==> src/rtl/fetch_sequencer_if.sv <==
// Fetch-side bus of the sequencer: control, instruction memory port, decode handshake and status.
// The sequencer takes the master side; the memory/decode environment takes the slave side.
interface fetch_sequencer_if;
    logic        start;
    logic [31:0] imem_addr;
    logic [31:0] imem_word;
    logic        out_valid;
    logic        out_ready;
    logic [31:0] out_instr;
    logic [31:0] out_pc;
    logic        redirect;
    logic [31:0] redirect_pc;
    logic        halted;
    logic        fault;
    logic [15:0] fetch_count;

    modport master (
        input  start, imem_word, out_ready, redirect, redirect_pc,
        output imem_addr, out_valid, out_instr, out_pc, halted, fault, fetch_count
    );

    modport slave (
        output start, imem_word, out_ready, redirect, redirect_pc,
        input  imem_addr, out_valid, out_instr, out_pc, halted, fault, fetch_count
    );
endinterface

==> src/rtl/fetch_sequencer.sv <==
// Instruction fetch sequencer: owns the PC, reads a combinational instruction memory and
// buffers {word, pc} pairs in a small FIFO toward decode, with redirect/flush and halt handling.
//
// state   | meaning
// S_IDLE  | waiting for start (or a redirect)
// S_FETCH | fetching one word per cycle while the FIFO has room
// S_HALT  | no fetches; FIFO drains; left only by redirect
module fetch_sequencer #(
    parameter logic [31:0] RESET_PC  = 32'h0000_0000,
    parameter int unsigned MEM_LIMIT = 256,
    parameter int unsigned DEPTH     = 2
) (
    input logic               clk,
    input logic               rst_n,
    fetch_sequencer_if.master bus
);
    localparam int unsigned PW   = $clog2(DEPTH);
    localparam logic [PW:0] FULL = (PW + 1)'(DEPTH);

    typedef enum logic [1:0] {S_IDLE, S_FETCH, S_HALT} state_t;

    state_t      state, state_nxt;
    logic [31:0] pc;
    logic        fault_q;
    logic [15:0] fetch_count_q;

    logic [31:0] fifo_instr [DEPTH];
    logic [31:0] fifo_pc    [DEPTH];
    logic [PW-1:0] rd_ptr, wr_ptr;
    logic [PW:0]   count;

    logic        out_valid_i, pop, fetch_en, push;
    logic        out_of_range, illegal, self_jump, halt_err, halt_ok, misaligned;
    logic        halted_i;
    logic [31:0] jump_target;

    assign out_valid_i  = (count != '0);
    assign pop          = out_valid_i && bus.out_ready;
    assign out_of_range = (pc >= MEM_LIMIT);
    assign illegal      = (bus.imem_word == 32'hFFFF_FFFF);
    assign jump_target  = {pc[31:28], bus.imem_word[25:0], 2'b00};
    assign self_jump    = (bus.imem_word[31:26] == 6'b000010) && (jump_target == pc);
    assign misaligned   = (bus.redirect_pc[1:0] != 2'b00);

    // Range check wins over the word checks: an out-of-range PC never looks at memory data.
    assign push     = fetch_en && !out_of_range && !illegal;
    assign halt_err = fetch_en && (out_of_range || illegal);
    assign halt_ok  = push && self_jump;

    always_ff @(posedge clk or negedge rst_n) begin
        if (!rst_n) state <= S_IDLE;
        else        state <= state_nxt;
    end

    always_comb begin
        state_nxt = state;
        if (bus.redirect) begin
            state_nxt = misaligned ? S_HALT : S_FETCH;
        end else begin
            case (state)
                S_IDLE:  if (bus.start) state_nxt = S_FETCH;
                S_FETCH: if (halt_err || halt_ok) state_nxt = S_HALT;
                default: state_nxt = state;
            endcase
        end
    end

    always_comb begin
        halted_i = (state == S_HALT);
        fetch_en = (state == S_FETCH) && ((count < FULL) || pop) && !bus.redirect;
    end

    always_ff @(posedge clk or negedge rst_n) begin
        if (!rst_n) begin
            pc            <= RESET_PC;
            fault_q       <= 1'b0;
            fetch_count_q <= '0;
        end else begin
            if (bus.redirect) begin
                pc      <= bus.redirect_pc;
                fault_q <= misaligned;
            end else begin
                if (push)     pc      <= pc + 32'd4;
                if (halt_err) fault_q <= 1'b1;
            end
            if (push && (fetch_count_q != 16'hFFFF)) fetch_count_q <= fetch_count_q + 16'd1;
        end
    end

    // Redirect flushes after letting a same-cycle pop complete; the flush simply empties the FIFO.
    always_ff @(posedge clk or negedge rst_n) begin
        if (!rst_n) begin
            rd_ptr <= '0;
            wr_ptr <= '0;
            count  <= '0;
        end else if (bus.redirect) begin
            rd_ptr <= '0;
            wr_ptr <= '0;
            count  <= '0;
        end else begin
            if (push) wr_ptr <= wr_ptr + 1'b1;
            if (pop)  rd_ptr <= rd_ptr + 1'b1;
            case ({push, pop})
                2'b10:   count <= count + 1'b1;
                2'b01:   count <= count - 1'b1;
                default: count <= count;
            endcase
        end
    end

    always_ff @(posedge clk) begin
        if (push) begin
            fifo_instr[wr_ptr] <= bus.imem_word;
            fifo_pc[wr_ptr]    <= pc;
        end
    end

    assign bus.imem_addr   = pc;
    assign bus.out_valid   = out_valid_i;
    assign bus.out_instr   = out_valid_i ? fifo_instr[rd_ptr] : 32'h0;
    assign bus.out_pc      = out_valid_i ? fifo_pc[rd_ptr]    : 32'h0;
    assign bus.halted      = halted_i;
    assign bus.fault       = fault_q;
    assign bus.fetch_count = fetch_count_q;
endmodule

==> src/flat_wrapper.sv <==
// flat-port wrapper written by rule: the top's interface ports become plain ports
module fetch_sequencer_flat 
#(
    parameter logic [31:0] RESET_PC  = 32'h0000_0000,
    parameter int unsigned MEM_LIMIT = 256,
    parameter int unsigned DEPTH     = 2
)
  (clk, rst_n, bus_start, bus_imem_word, bus_out_ready, bus_redirect, bus_redirect_pc, bus_imem_addr, bus_out_valid, bus_out_instr, bus_out_pc, bus_halted, bus_fault, bus_fetch_count);
  fetch_sequencer_if bus_i ();
  input logic clk;
  input logic rst_n;
  input wire logic [$bits(bus_i.start)-1:0] bus_start;
  input wire logic [$bits(bus_i.imem_word)-1:0] bus_imem_word;
  input wire logic [$bits(bus_i.out_ready)-1:0] bus_out_ready;
  input wire logic [$bits(bus_i.redirect)-1:0] bus_redirect;
  input wire logic [$bits(bus_i.redirect_pc)-1:0] bus_redirect_pc;
  output wire logic [$bits(bus_i.imem_addr)-1:0] bus_imem_addr;
  output wire logic [$bits(bus_i.out_valid)-1:0] bus_out_valid;
  output wire logic [$bits(bus_i.out_instr)-1:0] bus_out_instr;
  output wire logic [$bits(bus_i.out_pc)-1:0] bus_out_pc;
  output wire logic [$bits(bus_i.halted)-1:0] bus_halted;
  output wire logic [$bits(bus_i.fault)-1:0] bus_fault;
  output wire logic [$bits(bus_i.fetch_count)-1:0] bus_fetch_count;
  assign bus_i.start = bus_start;
  assign bus_i.imem_word = bus_imem_word;
  assign bus_i.out_ready = bus_out_ready;
  assign bus_i.redirect = bus_redirect;
  assign bus_i.redirect_pc = bus_redirect_pc;
  assign bus_imem_addr = bus_i.imem_addr;
  assign bus_out_valid = bus_i.out_valid;
  assign bus_out_instr = bus_i.out_instr;
  assign bus_out_pc = bus_i.out_pc;
  assign bus_halted = bus_i.halted;
  assign bus_fault = bus_i.fault;
  assign bus_fetch_count = bus_i.fetch_count;
  fetch_sequencer #(.RESET_PC(RESET_PC), .MEM_LIMIT(MEM_LIMIT), .DEPTH(DEPTH)) u_core (.clk(clk), .rst_n(rst_n), .bus(bus_i));
endmodule
==> config.mk <==
export PLATFORM = sky130hd
export DESIGN_NAME = fetch_sequencer_flat
export DESIGN_NICKNAME = d
export VERILOG_FILES = /design/src/rtl/fetch_sequencer_if.sv /design/src/rtl/fetch_sequencer.sv /design/src/flat_wrapper.sv
export SDC_FILE = /design/constraint.sdc
export NUM_CORES = 1
export LEC_CHECK = 0
export CORE_MARGIN = 1.5
export CORE_UTILIZATION = 50
export DETAILED_ROUTE_END_ITERATION = 7
export GPL_TIMING_DRIVEN = 0
export PLACE_DENSITY = 0.8
export REMOVE_ABC_BUFFERS = 1
export SYNTH_ARGS = -nofsm -noshare
export SYNTH_HDL_FRONTEND = slang
export SYNTH_SLANG_ARGS = --single-unit
==> constraint.sdc <==
create_clock -name clk -period 6 [get_ports clk]
set_clock_uncertainty 0.2 [all_clocks]
set_input_delay 1.5 -clock clk [delete_from_list [all_inputs] [get_ports clk]]
set_output_delay 1.5 -clock clk [all_outputs]
set_load 0.02 [all_outputs]
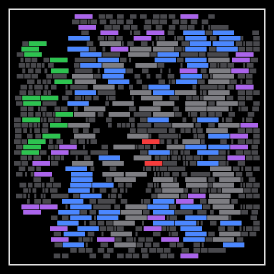
Fig. 1. Sequential cells coloured by netlist name.
Scale: 2 px per µm. Other sequential cells in the stronger grey, the rest of the logic in the fainter grey.
| colour | signal | placed flops |
|---|---|---|
| purple | `u_core.bus.imem_addr` | 32 |
| red | `u_core.count` | 2 |
| green | `u_core.bus.fetch_count` | 16 |
| blue | `u_core.fifo_pc` | 64 |
not coloured: 69

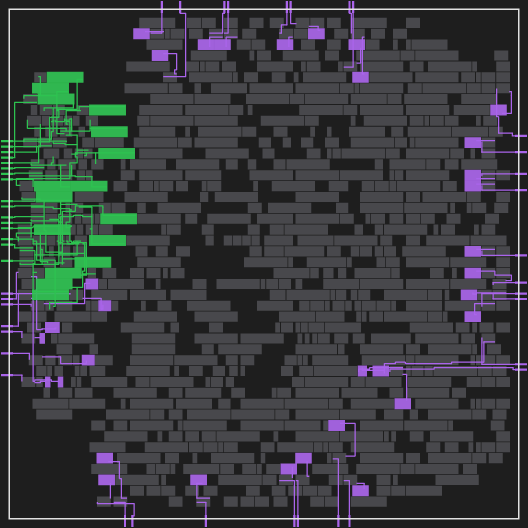
Fig. 2. I/O nets highlighted.
Scale: 4 px per µm.
| colour | port | bits | direction | edge | end cells | buffers | wire |
|---|---|---|---|---|---|---|---|
| purple | `bus_redirect_pc` | 32 | input | 10 right, 8 top, 7 bottom, 7 left | 33 | 32 | 643 µm |
| green | `bus_fetch_count` | 16 | output | left | 16 | 16 | 743 µm |

==> run_results.csv <==
group,metric,value,unit
status,run_status,"finished, final reports clean",
floorplan,die_w,127,µm
yosys,synth_adder_area_share,0.488,%
global_route,use_met2,37.1,%
power_and_ir_drop,power.share.combinational,8.0,%
floorplan,tapCellCount,188,
final_timing,finalCritPeriodShare,70.3,%
worst_setup_path,critPathMaxFanout,34,
placement,place_congestion,0.774,
floorplan,io_pins,184,
yosys,syn_inst,529,
worst_setup_path,endpoint_kind,"output pin",
yosys,top_cell_area_share,50.0,%
yosys,yosys_warnings,0,
finish,diodes,0,
worst_setup_path,crit_buf_inv,2,
finish,buffers,191,
yosys,synthAoiAreaFrac,2.21,%
yosys,edf_count,128,
yosys,top_area_cell,"edfxtp_1",
final_timing,setup_ws,1.78,ns
power_and_ir_drop,pg_seq,1430,µW
final_timing,clock.fmax,237,MHz
global_route,top_usage_layer,"met2",
yosys,synthTopLogicFamily,"multiplexers",
placement,hpwl,12200,µm
yosys,ys_sh_simple,9.72,%
yosys,ff_type,"edfxtp_1",
power_and_ir_drop,ir_drop,0.216,mV
finish,final_layout_size_suffix_gt1_share,9.88,%
power_and_ir_drop,pwr-share-seq,52.0,%
worst_setup_path,r2r_slack,2.43,ns
routing,met3_length,1170,µm
min_path,whs_path_depth,1,
final_timing,min_period,4.22,ns
floorplan,placementRows,45,
finish,logic_area,2340,µm²
finish,comb_area_share,22.5,%
worst_setup_path,worst-path-stages,4,
power_and_ir_drop,p_leak,0.00355,µW
global_route,grt_start_max_net_pins,65,
power_and_ir_drop,power_top_consumer,"registers",
finish,nonClockInverterCount,10,
global_route,grt_use_met3,6.49,%
final_timing,setup_viol,0,
yosys,synth.avg_cell_area,14.5,µm²
routing,vias_per_cell,5.48,
finish,layout_top_cell,"clkdlybuf4s50_1",
finish,seq_share,50.2,%
yosys,ys_chip_area,7690,µm²
final_timing,rsz0062_at_grt,"false",
global_route,grt_pass1_wl,27600,µm
floorplan,die_y,127,µm
worst_setup_path,crit_family,"buffers and inverters",
floorplan,fp_util,50.9,%
routing,drt-met1-wl,7740,µm
cts,clock_path_buffers,2,
placement,dpl_worst_slack,1.41,ns
final_timing,tns,0,ns
final_timing,maxSlewHeadroom,39.5,%
cts,cts_tree,"yes",
worst_setup_path,start_kind,"register",
final_timing,tightestPinTransition,0.908,ns
finish,final-nonclk-buf-share,19.0,%
yosys,netlist_area,7690,µm²
floorplan,core_area,15100,µm²
global_route,grt_pass1_vias,5112,
final_timing,slew_viol_final,0,
global_route,grtUsageTotal,22.8,%
worst_setup_path,critPathArrivalTime,2.52,ns
yosys,postSynthSeqShare,67.9,%
final_timing,finalHoldViolations,0,
placement,dp.cells,885,
min_path,hold_end,"u_core.bus.fetch_count[10]",
placement,post_dp_cell_area,9820,µm²
routing,wl_per_cell,19.4,µm
worst_setup_path,r2r-start,"u_core.bus.imem_addr[10]",
routing,dr_wl_met2,8660,µm
placement,io_buffer_count,183,
power_and_ir_drop,switching_power,589,µW
yosys,async_flop_share,30.1,%
worst_setup_path,r2r_cells,5,
worst_setup_path,crit_path_end,"bus_out_instr[10]",
yosys,synth_cell_types,43,
run,cap_violations,0,
global_route,grt_util_met1,29.9,%
cts,root_buffer,"clkbuf_16",
finish,nMultiInputCombCells,313,
worst_setup_path,startpoint,"u_core.count[0]",
worst_setup_path,critPathKind,"register to output pin",
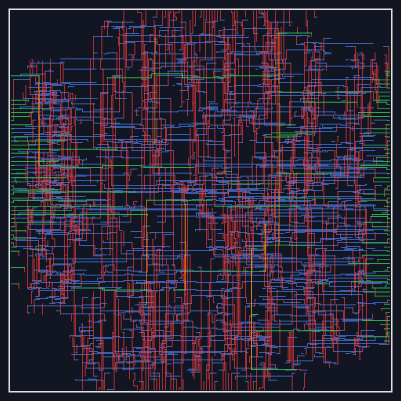
Fig. 3. Signal wires by layer.
Scale: 3 px per µm.
| colour | layer | wire length |
|---|---|---|
| red | met2 | 8660 µm |
| blue | met1 | 7740 µm |
| green | met3 | 1170 µm |
| orange | met4 | 254 µm |
Routed WL: 17800 µm
via count: 5022

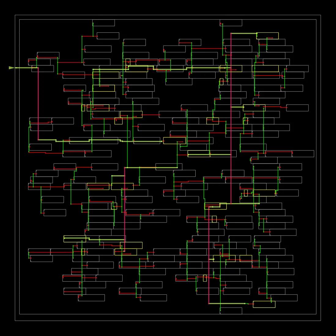
Fig. 4. Clock nets.
CTS Buf Count: 17
Worst-Skew Late Latency: 0.44 ns
Clock Sinks: 183
flop count: 183
CLK BUF: 24

No activity file was given, so power comes from the tool's default toggle rates.
